File: src/rtl/ctr_pkg.sv
// Shared CTR protocol definitions used by both the command decoder and the matching encoder.
package ctr_pkg;

    // Decoder state encoding
    typedef logic [2:0] ctr_state_t;

    localparam ctr_state_t ST_IDLE = 3'd0;
    localparam ctr_state_t ST_S1   = 3'd1;
    localparam ctr_state_t ST_S2   = 3'd2;
    localparam ctr_state_t ST_S3   = 3'd3;
    localparam ctr_state_t ST_S4   = 3'd4;
    localparam ctr_state_t ST_GAP  = 3'd5;

    // Two-bit codes carried in the last two bits of the "101xx" extended commands
    localparam logic [1:0] CODE_RES_ROC = 2'b01;
    localparam logic [1:0] CODE_CAL     = 2'b10;
    localparam logic [1:0] CODE_RES_TBM = 2'b11;

    // One bit per decoded-command strobe; at most one is ever set
    typedef struct packed {
        logic trg;
        logic cal;
        logic res_roc;
        logic res_tbm;
        logic err;
    } ctr_strobe_t;

endpackage

File: src/rtl/ctr_decoder.sv
// Serial CTR command decoder: samples ctr_in on sync strobes, decodes trg/cal/res_roc/res_tbm,
// flags invalid sequences, and keeps trigger and error counters.
module ctr_decoder
    import ctr_pkg::*;
#(
    parameter int unsigned CNT_WIDTH = 8
) (
    input  logic                 clk,
    input  logic                 reset,
    input  logic                 sync,
    input  logic                 enable,
    input  logic                 ctr_in,
    input  logic                 clr_count,
    output logic                 trg,
    output logic                 cal,
    output logic                 res_roc,
    output logic                 res_tbm,
    output logic                 err,
    output logic                 busy,
    output logic [CNT_WIDTH-1:0] trg_count,
    output logic [CNT_WIDTH-1:0] err_count
);

    localparam logic [CNT_WIDTH-1:0] CNT_ONE = {{(CNT_WIDTH-1){1'b0}}, 1'b1};
    localparam logic [CNT_WIDTH-1:0] CNT_MAX = {CNT_WIDTH{1'b1}};

    ctr_state_t           state_q, state_d;
    logic                 b3_q, b3_d;
    logic                 zero_cnt_q, zero_cnt_d;
    ctr_strobe_t          strb_q, strb_d;
    ctr_strobe_t          strb_new;
    logic                 busy_q, busy_d;
    logic [CNT_WIDTH-1:0] trg_count_q, trg_count_d;
    logic [CNT_WIDTH-1:0] err_count_q, err_count_d;

    // Next-state and strobe decode; strobes are renewed on every sync so each lasts one bit period
    always_comb begin
        state_d    = state_q;
        b3_d       = b3_q;
        zero_cnt_d = zero_cnt_q;
        strb_new   = '0;
        strb_d     = strb_q;
        if (!enable) begin
            state_d    = ST_IDLE;
            b3_d       = 1'b0;
            zero_cnt_d = 1'b0;
            strb_d     = '0;
        end else if (sync) begin
            case (state_q)
                ST_IDLE: begin
                    if (ctr_in) begin
                        state_d = ST_S1;
                    end
                end
                ST_S1: begin
                    if (ctr_in) begin
                        strb_new.err = 1'b1;
                        state_d      = ST_GAP;
                        zero_cnt_d   = 1'b0;
                    end else begin
                        state_d = ST_S2;
                    end
                end
                ST_S2: begin
                    if (ctr_in) begin
                        state_d = ST_S3;
                    end else begin
                        strb_new.trg = 1'b1;
                        state_d      = ST_IDLE;
                    end
                end
                ST_S3: begin
                    b3_d    = ctr_in;
                    state_d = ST_S4;
                end
                ST_S4: begin
                    case ({b3_q, ctr_in})
                        CODE_RES_ROC: strb_new.res_roc = 1'b1;
                        CODE_CAL:     strb_new.cal     = 1'b1;
                        CODE_RES_TBM: strb_new.res_tbm = 1'b1;
                        default:      strb_new.err     = 1'b1;
                    endcase
                    state_d = ST_IDLE;
                end
                ST_GAP: begin
                    if (ctr_in) begin
                        zero_cnt_d = 1'b0;
                    end else if (zero_cnt_q) begin
                        zero_cnt_d = 1'b0;
                        state_d    = ST_IDLE;
                    end else begin
                        zero_cnt_d = 1'b1;
                    end
                end
                default: begin
                    state_d = ST_IDLE;
                end
            endcase
            strb_d = strb_new;
        end
    end

    // Counter updates; clr_count overrides any same-cycle increment or res_tbm clear
    always_comb begin
        trg_count_d = trg_count_q;
        err_count_d = err_count_q;
        busy_d      = (state_d != ST_IDLE);
        if (clr_count) begin
            trg_count_d = '0;
            err_count_d = '0;
        end else begin
            if (strb_new.res_tbm) begin
                trg_count_d = '0;
            end else if (strb_new.trg) begin
                trg_count_d = trg_count_q + CNT_ONE;
            end
            if (strb_new.err && (err_count_q != CNT_MAX)) begin
                err_count_d = err_count_q + CNT_ONE;
            end
        end
    end

    // State, strobe and counter registers
    always_ff @(posedge clk or posedge reset) begin
        if (reset) begin
            state_q     <= ST_IDLE;
            b3_q        <= 1'b0;
            zero_cnt_q  <= 1'b0;
            strb_q      <= '0;
            busy_q      <= 1'b0;
            trg_count_q <= '0;
            err_count_q <= '0;
        end else begin
            state_q     <= state_d;
            b3_q        <= b3_d;
            zero_cnt_q  <= zero_cnt_d;
            strb_q      <= strb_d;
            busy_q      <= busy_d;
            trg_count_q <= trg_count_d;
            err_count_q <= err_count_d;
        end
    end

    assign trg       = strb_q.trg;
    assign cal       = strb_q.cal;
    assign res_roc   = strb_q.res_roc;
    assign res_tbm   = strb_q.res_tbm;
    assign err       = strb_q.err;
    assign busy      = busy_q;
    assign trg_count = trg_count_q;
    assign err_count = err_count_q;

endmodule

File: config.mk
export PLATFORM = sky130hd
export DESIGN_NAME = ctr_decoder
export DESIGN_NICKNAME = d
export VERILOG_FILES = /design/src/rtl/ctr_pkg.sv /design/src/rtl/ctr_decoder.sv
export SDC_FILE = /design/constraint.sdc
export NUM_CORES = 1
export LEC_CHECK = 0
export CORE_UTILIZATION = 40
export DETAILED_ROUTE_END_ITERATION = 10
export SLEW_MARGIN = 40
export SYNTH_ARGS = -nofsm -noshare
export SYNTH_HDL_FRONTEND = slang
export SYNTH_SLANG_ARGS = --single-unit
export TNS_END_PERCENT = 100
File: constraint.sdc
create_clock -name clk -period 2.7 [get_ports clk]
set_input_delay 0.54 -clock clk [delete_from_list [all_inputs] [get_ports clk]]
set_output_delay 0.54 -clock clk [all_outputs]
set_load 0.01 [all_outputs]
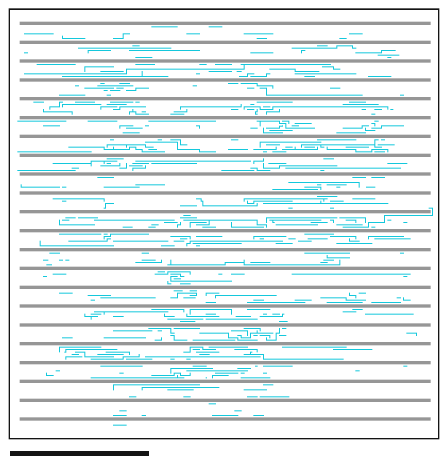
run_1/met1.png
Bar = 20 µm. Supply wires on this layer in gray.
- nets with wire on the layer: 176
- main direction: horizontal
- share of all routed wire: 46%
- longest straight run: 17.9 µm
- wire length on this layer: 1,490 µm
met1 Track Usage GR: 24.8%
WL final: 3220 µm
detailed-route via count: 1,231

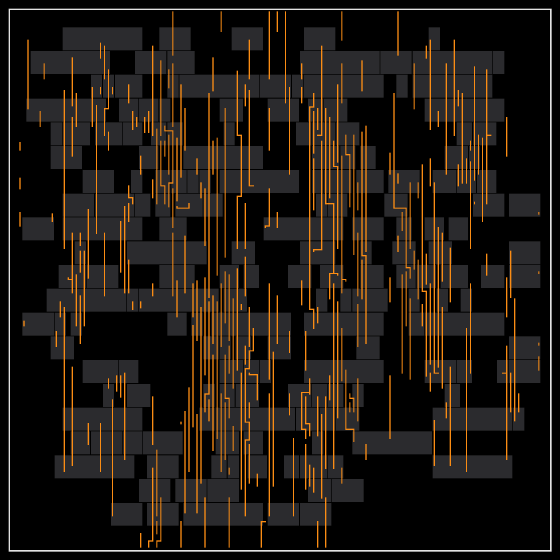
run_1/met2.png
- nets with wire on the layer: 161
- main direction: vertical
- share of all routed wire: 51%
met2 Usage GRT: 31.8%

==> ci_impl_report.md, run 1 <==
## Implementation flow summary

| Metric | Value |
|---|---|
| Status | completed |
| Setup bufs post-CTS | 0 |
| DR DRC count | 0 |
| Routed WL per cell | roughly 14 µm |
| Post-synthesis xor/xnor area fraction | 4.29% |
| YS chip area | 0.00143 mm² |
| Met2 routed WL | approximately 1600 µm |
| Final Hold Violation Tally | 0 |
| WP depth | 5 |
| Mapped Cells | ~150 |
| Sequential logic power | about 410 µW |
| Fp util | between 40 and 50% |
| Largest cell class by area | multi-input combinational cells |
| Total power | about 660 µW |
| Share of the yosys chip area belonging to registers | a little under half |
| FF/Latch Area | 676 µm² |
| Placed cells | 228 |
| Max-Slew Margin vs Limit | between 60% and 70% |
| Synth-to-Final Area Change | 27.4% |
| Critical Path Start Type | input pin |
| Clk pwr share | about a quarter |
| Met3 wire len | about 85 µm |
| Num rows | 21 |
| R2R setup slack | between 0.3 and 0.4 ns |
| Clock Tree Buf Depth | 2 |
| Hold crit path type | flip-flop to flip-flop |
| Worst Min Path Start | err$_DFFE_PP0P_ |
| Fmax | 391 MHz |
| Worst setup path startpoint | ctr_in |
| Final #Nets | 195 |
| Register bit total from synthesis | 27 |
| Vias in the first global route | 1,176 |
| Layout fillers | 311 |
| Crit-path cells | clkdlybuf4s50_1, or4b_1, a2111o_1, or4_1, a21oi_1 |
| Hold Path Sink | err$_DFFE_PP0P_ |
| Clock transition at the registers of the reported paths | around 0.15 ns |
| Cell area after synthesis | 0.00143 mm² |
| Signal inverters | 8 |
| Worst-Margin Slew | ~0.52 ns |
| Clock-net power | 176 µW |
| Crit path DAT | around 2.8 ns |
| Top power group | sequential cells |
| TNS Setup | 0 ns |
| H-tree lvl count | 1 |
| Max Cap Viol | 0 |
| Yosys cell count | 152 |
| CP max-delay cell | a2111o_1 |
| Seq/total area | 37.1% |
| Most instantiated logic cells after routing | 27 x dfrtp_1, 27 x clkdlybuf4s50_1, 14 x nor2_1 |
| Worst Setup End Kind | flip-flop |
| Fin. max-slew vios | 0 |
| Die Height | between 60 and 70 µm |
| First-pass GRT wire length | roughly 5300 µm |
| Yosys aoi share | 11.7% |
| Crit path max-delay family | simple AND/OR/NAND/NOR gates |
| TritonCTS clock tree | done |
| Top cell type's share of synthesized area | ~47% |
| WS Path Type | input pin to flip-flop |
| P_sw | 165 µW |
| Fin worst setup slack | between 0.1 and 0.15 ns |
| Pwr Density | between 300 and 400 mW/mm² |
| Combinational share of cell area | between 30% and 40% |
| Die x size | 61.8 µm |
| Top Metal Used | met3 |
| Number of logic gates | 111 |
| Count of library flops with an enable pin | 0 |
| Simple-gate portion of the synthesized area | between 20% and 30% |
| Sum of buffers and inverters on the critical path | 1 |
| Top cells by area | dfrtp_1 47%, nor2_1 3.7%, xnor2_1 3.7% |
| Yosys warns | 0 |
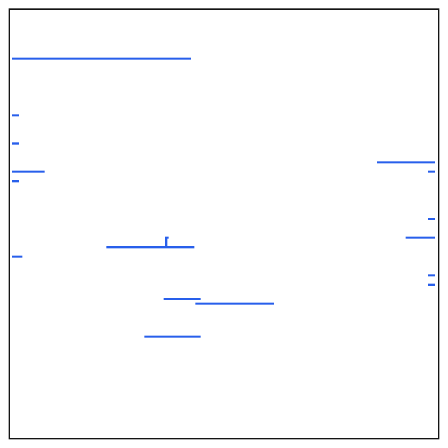
run_1/met3.png
- share of all routed wire: 2.7%
- wire length on this layer: 85.8 µm
- main direction: horizontal
met3 Use GR: 2.69%

==> run 2, diff against run 1 <==
Settings changed: CELL_PAD_IN_SITES_DETAIL_PLACEMENT from default to 1, CELL_PAD_IN_SITES_GLOBAL_PLACEMENT from default to 2, CORE_UTILIZATION 40 to 31, PLACE_DENSITY_LB_ADDON from default to 0.1.
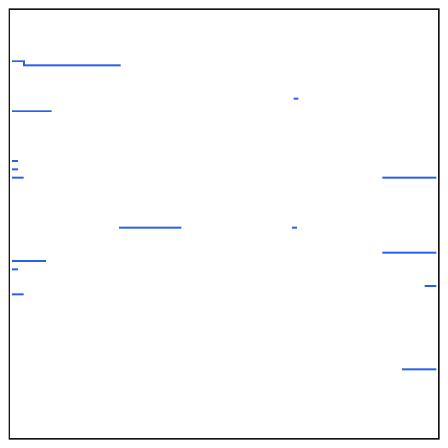
run_2/met3.png
- wire length on this layer: 69.2 µm
- main direction: horizontal
- share of all routed wire: 1.8%
- nets with wire on the layer: 13
- longest straight run: 15.6 µm
detailed-route via count: 1,275
WL final: 3800 µm
met3 Use GR: 2.45%

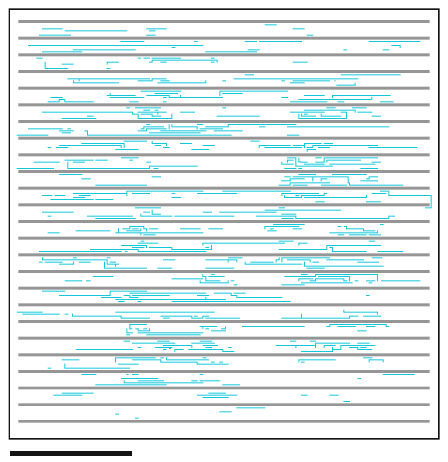
run_2/met1.png
Bar = 20 µm. Supply wires on this layer in gray.
- nets with wire on the layer: 171
- longest straight run: 28.5 µm
- share of all routed wire: 47%
- main direction: horizontal
met1 Track Usage GR: 22.0%

==> run 2 against run 1 <==
Compared with the run above: first-iteration DRC count decreased by 3.5%; critical endpoint unchanged; die area increased by 28%; final cell count increased by 2.2%; worst setup slack got worse by 0.032 ns; cell area increased by 1.3%; non-clock buffer count decreased by 1; synthesized cell count unchanged; utilization decreased by 12 points; synthesized area unchanged; hold slack about the same; highest routed layer is now met4; fmax decreased by 1.3%; critical path type unchanged.
==> ci_impl_report.md, run 2 <==
## Implementation flow summary

| Metric | Value |
|---|---|
| Fin worst setup slack | roughly 0.11 ns |
| Comb power | around 76 µW |
| Post-synthesis xor/xnor area fraction | under 10% |
| Met2 Usage GRT | 27.8% |
| Critical Path Start Type | input pin |
| Most instantiated logic cells after routing | 27 x dfrtp_1, 27 x clkdlybuf4s50_1, 14 x nor2_1 |
| Met3 wire len | ~69 µm |
| Sum of buffers and inverters on the critical path | 1 |
| Mapped Cells | ~150 |
| Yosys aoi share | between 10% and 20% |
| Worst-Margin Slew | roughly 0.58 ns |
| Die Height | around 70 µm |
| Worst Setup End Kind | flip-flop |
| Number of logic gates | roughly 110 |
| Met2 routed WL | approximately 1900 µm |
| Final #Nets | 194 |
| Top power group | sequential cells |
| Hold Path Sink | err$_DFFE_PP0P_ |
| Share of the yosys chip area belonging to registers | 47.3% |
| Util after Layout | around 42% |
| Cell area after synthesis | around 0.0014 mm² |
| Antenna Nets Post-Route | 0 |
| Worst r2r dst | err_count[5]$_DFFE_PP0P_ |
| Fmax | roughly 390 MHz |
| H-tree lvl count | 1 |
| Yosys warns | 0 |
| FF/Latch Area | 676 µm² |
| Routed WL per cell | ~16 µm |
| Net Sw Frac | roughly 25% |
| Count of library flops with an enable pin | 0 |
| Worst setup path startpoint | ctr_in |
| Num CTS Buffers | 3 |
| Crit-path cells | clkdlybuf4s50_1, or4b_1, a2111o_2, or4_1, a21oi_1 |
| Hold crit path type | flip-flop to flip-flop |
| Drt first-iter violations | 55 |
| Simple-gate portion of the synthesized area | a little over a quarter |
| Seq/total area | a little over a third |
| Crit path max-delay family | simple AND/OR/NAND/NOR gates |
| Largest cell class by area | multi-input combinational cells |
| Vias in the first global route | about 1,300 |
| Top logic family | simple AND/OR/NAND/NOR gates |
| Register bit total from synthesis | 27 |
| Worst Min Path Start | err$_DFFE_PP0P_ |
| Worst Setup EP | err_count[5]$_DFFE_PP0P_ |
| TritonCTS clock tree | done |
| Top cell type's share of synthesized area | between 40% and 50% |
| Fin. max-slew vios | 0 |
| GRT Util Overall | 16.6% |
| Fp util | 32.6% |
| Die x size | about 70 µm |
| Layout fillers | just over 500 |
| RSZ-0062 raised after global routing | no |
| CTS sink cnt | 27 |
| Crit path DAT | 2.79 ns |
| GR Overflow Total | 0 |
| Top Ports | 28 |
| Pwr Density | ~400 mW/mm² |
| P_sw | between 150 and 200 µW |
| Layout clock buffers | 3 |
| Num rows | 24 |
| Total internal power | 546 µW |
| TNS Setup | 0 ns |
| Combinational share of cell area | between 30% and 40% |
| Largest net degree at the start of global routing | 28 |
| Buffers on Ports | 27 |
| Clk pwr share | between 30% and 40% |
| Antenna diodes | 0 |
| Yosys cell count | approximately 150 |
| Max Cap Viol | 0 |
| Ys async rst share | 100% |
| Synth-to-Final Area Change | 29.1% |
| Clock Tree Buf Depth | 2 |
| R2R setup slack | around 0.34 ns |
| Via density | 5.38 |
| Clock transition at the registers of the reported paths | 0.09 ns |
| Final Hold Violation Tally | 0 |
| Top cells by area | dfrtp_1 47%, nor2_1 3.7%, xnor2_1 3.7% |
| Pre-Repair DR Iteration Count | 4 |
| Status | completed |
| Synth cell count leaders | 27 x dfrtp_1, 14 x nor2_1, 13 x nand2_1 |
| Clock buf/inv share | under 10% |
| DR DRC count | 0 |
| WP depth | 5 |
| First-pass GRT wire length | 6550 µm |
| Synth cell types | 41 |
| Placed cells | around 230 |
| Final GP Congestion | ~0.77 |
| Required time worst endpoint | between 2 and 3 ns |
| Signal inverters | 8 |
| Final setup fails | 0 |
| Comb power frac | a little over a tenth |
| YS chip area | roughly 0.0014 mm² |
| Top Metal Used | met4 |
| Crit Reg-Reg Startpoint | state_q[2]$_DFF_PP0_ |
| Fraction of layout cells with a size suffix above 1 | 8.65% |
| CP max-delay cell | a2111o_2 |
| Fin Clk Skew | ~0.011 ns |
| Clock-net power | ~240 µW |
| Commonest flop | dfrtp_1 |
| Sequential logic power | 414 µW |
| Setup bufs post-CTS | 0 |
| Max-Slew Margin vs Limit | 61.2% |
| Total power | around 730 µW |
| WS Path Type | input pin to flip-flop |
==> run 3, diff against run 2 <==
Settings changed: CORE_UTILIZATION 31 to 33.
Clock period 2.7 ns to 3.3 ns, I/O delays scaled along.
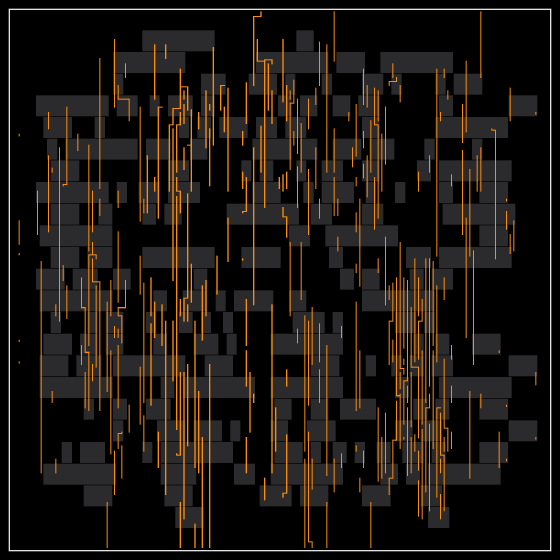
run_3/met2.png
met2 Usage GRT: 29.6%
WL final: 3600 µm
detailed-route via count: 1,255

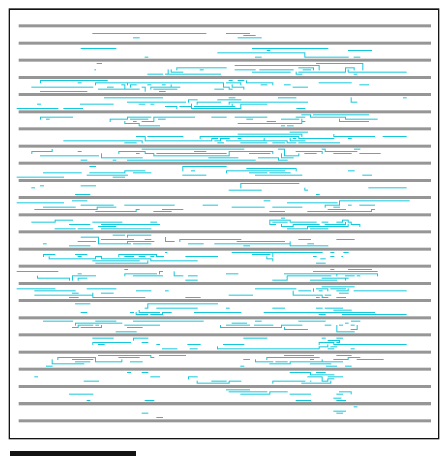
run_3/met1.png
Bar = 20 µm. Supply wires on this layer in gray.
met1 Track Usage GR: 22.2%

==> run 3 against run 2 <==
Compared with the run above: sequential share of layout area rose by 0.76 points; final cell count fell by 2.5%; critical path depth did not move; flip-flop count did not move; sequential power fell by 18%; via count fell by 1.6%; worst setup slack improved by 0.45 ns; die area fell by 5.9%; critical path type unchanged.
==> ci_impl_report.md, run 3 <==
## Implementation flow summary

| Metric | Value |
|---|---|
| Comb power frac | a little under a tenth |
| Util after Layout | between 40 and 50% |
| Register bit total from synthesis | 27 |
| Crit path DAT | ~2.9 ns |
| Worst r2r dst | err_count[7]$_DFFE_PP0P_ |
| Combinational share of cell area | between 30% and 40% |
| TNS Setup | 0 ns |
| Sum of buffers and inverters on the critical path | 1 |
| Yosys warns | 0 |
| GR Overflow Total | 0 |
| First-pass GRT wire length | 5950 µm |
| Crit Reg-Reg Startpoint | state_q[0]$_DFF_PP0_ |
| DR DRC count | 0 |
| Fin worst setup slack | 0.553 ns |
| Clock-net power | roughly 190 µW |
| Pre-Repair DR Iteration Count | 3 |
| CP max-delay cell | a2111o_1 |
| Largest net degree at the start of global routing | 28 |
| YS chip area | ~0.0014 mm² |
| Final period utilization | a little over four fifths |
| TritonCTS clock tree | done |
| P_sw | around 140 µW |
| Clk pwr share | approximately 33% |
| Antenna diodes | 0 |
| Met2 routed WL | roughly 1800 µm |
| Fin Clk Skew | 0.00895 ns |
| Met3 Use GR | ~2.2% |
| Max-Slew Margin vs Limit | a little over half |
| Final setup fails | 0 |
| Sequential logic power | between 300 and 400 µW |
| Net Sw Frac | 24.2% |
| Pwr Density | 324 mW/mm² |
| Seq/total area | between 30 and 40% |
| Final Hold Violation Tally | 0 |
| Drt first-iter violations | around 42 |
| Total power | about 600 µW |
| Adder Area Share | around 1.8% |
| H-tree lvl count | 1 |
| Final #Nets | ~190 |
| Die Height | 67.8 µm |
| Placed cells | 227 |
| R2R setup slack | between 0.8 and 0.9 ns |
| Buffers on Ports | 27 |
| Top power group | sequential cells |
| Num CTS Buffers | 3 |
| Largest cell class by area | multi-input combinational cells |
| Commonest flop | dfrtp_1 |
| Cell type with the largest total area | dfrtp_1 |
| Worst Setup EP | err_count[7]$_DFFE_PP0P_ |
| Final GP Congestion | between 0.7 and 0.8 |
| Top Ports | 28 |
| Worst Min Path Start | trg$_DFFE_PP0P_ |
| Fraction of layout cells with a size suffix above 1 | between 5 and 6% |
| Total internal power | 444 µW |
| Met3 wire len | just over 80 µm |
| Ys async rst share | 100% |
| Status | completed |
| Synth cell count leaders | 27 x dfrtp_1, 14 x nor2_1, 13 x nand2_1 |
| Antenna Nets Post-Route | 0 |
| Fin area | 0.00181 mm² |
| RSZ-0062 raised after global routing | no |
| Share of the yosys chip area belonging to registers | about 47% |
| Layout clock buffers | 4 |
| Worst-Margin Slew | about 0.67 ns |
| Synth-to-Final Area Change | 26.4% |
| Top logic family | simple AND/OR/NAND/NOR gates |
| Routed WL per cell | about 16 µm |
| Nets at Floorplan | roughly 160 |
| Count of library flops with an enable pin | 0 |
| Post-synthesis xor/xnor area fraction | 4.29% |
| Signal inverters | 8 |
| Fmax | 364 MHz |
| Critical Path Start Type | input pin |
| Most instantiated logic cells after routing | 27 x dfrtp_1, 27 x clkdlybuf4s50_1, 14 x nor2_1 |
| Synth cell types | approximately 40 |
| Num rows | 23 |
| Die x size | approximately 68 µm |
| WP depth | 5 |
| Hold crit path type | flip-flop to flip-flop |
| CTS sink cnt | 27 |
| Comb power | ~55 µW |
| Worst setup path startpoint | ctr_in |
| Hold Path Sink | trg$_DFFE_PP0P_ |
| Simple-gate portion of the synthesized area | 27.1% |
| FF/Latch Area | 676 µm² |
| Fp util | approximately a third |
| Yosys cell count | about 150 |
| Clock Tree Buf Depth | 2 |
| Mapped Cells | roughly 150 |
| Vias in the first global route | between 1,000 and 1,500 |

==> notes/layouts.md <==
Pictures saved along the way, in no particular order.

Congestion heat map.
(a)
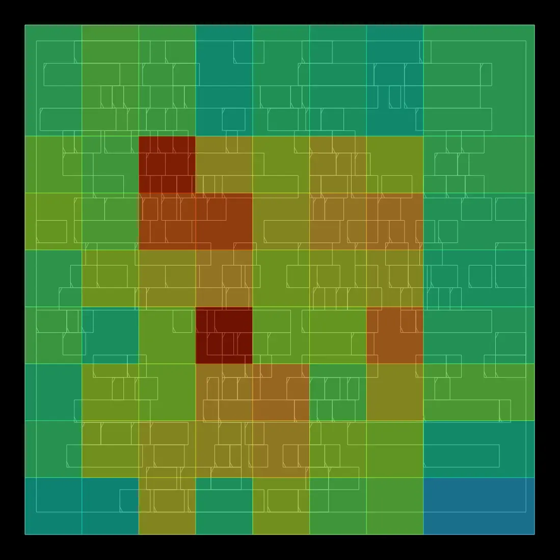
(b)
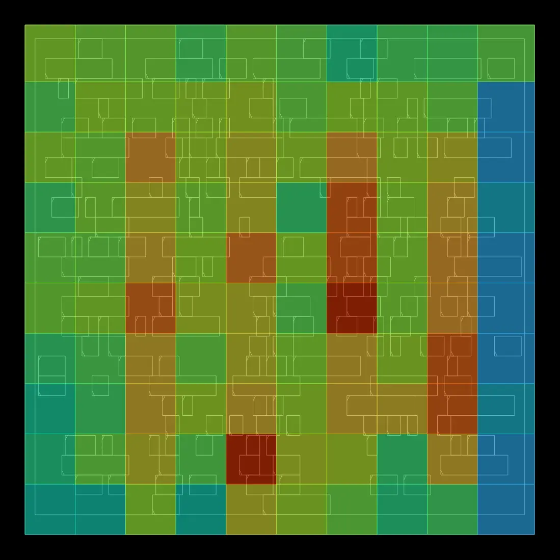
(c)
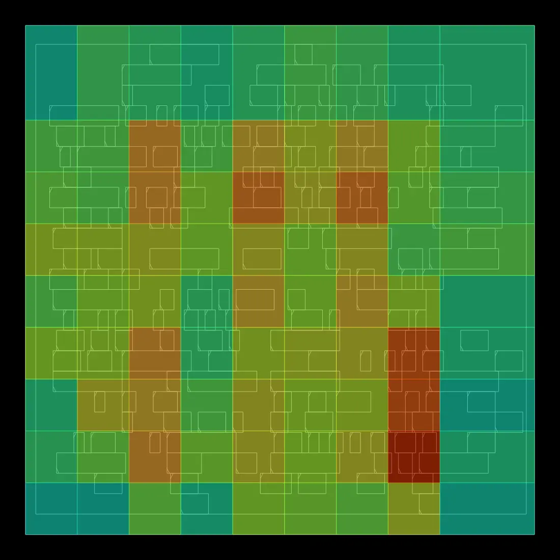
- run 1 = (a)
- run 3 = (c)
- run 2 = (b)
The one with the highest utilization is (a).

Power is estimated from default activity; no workload was simulated.
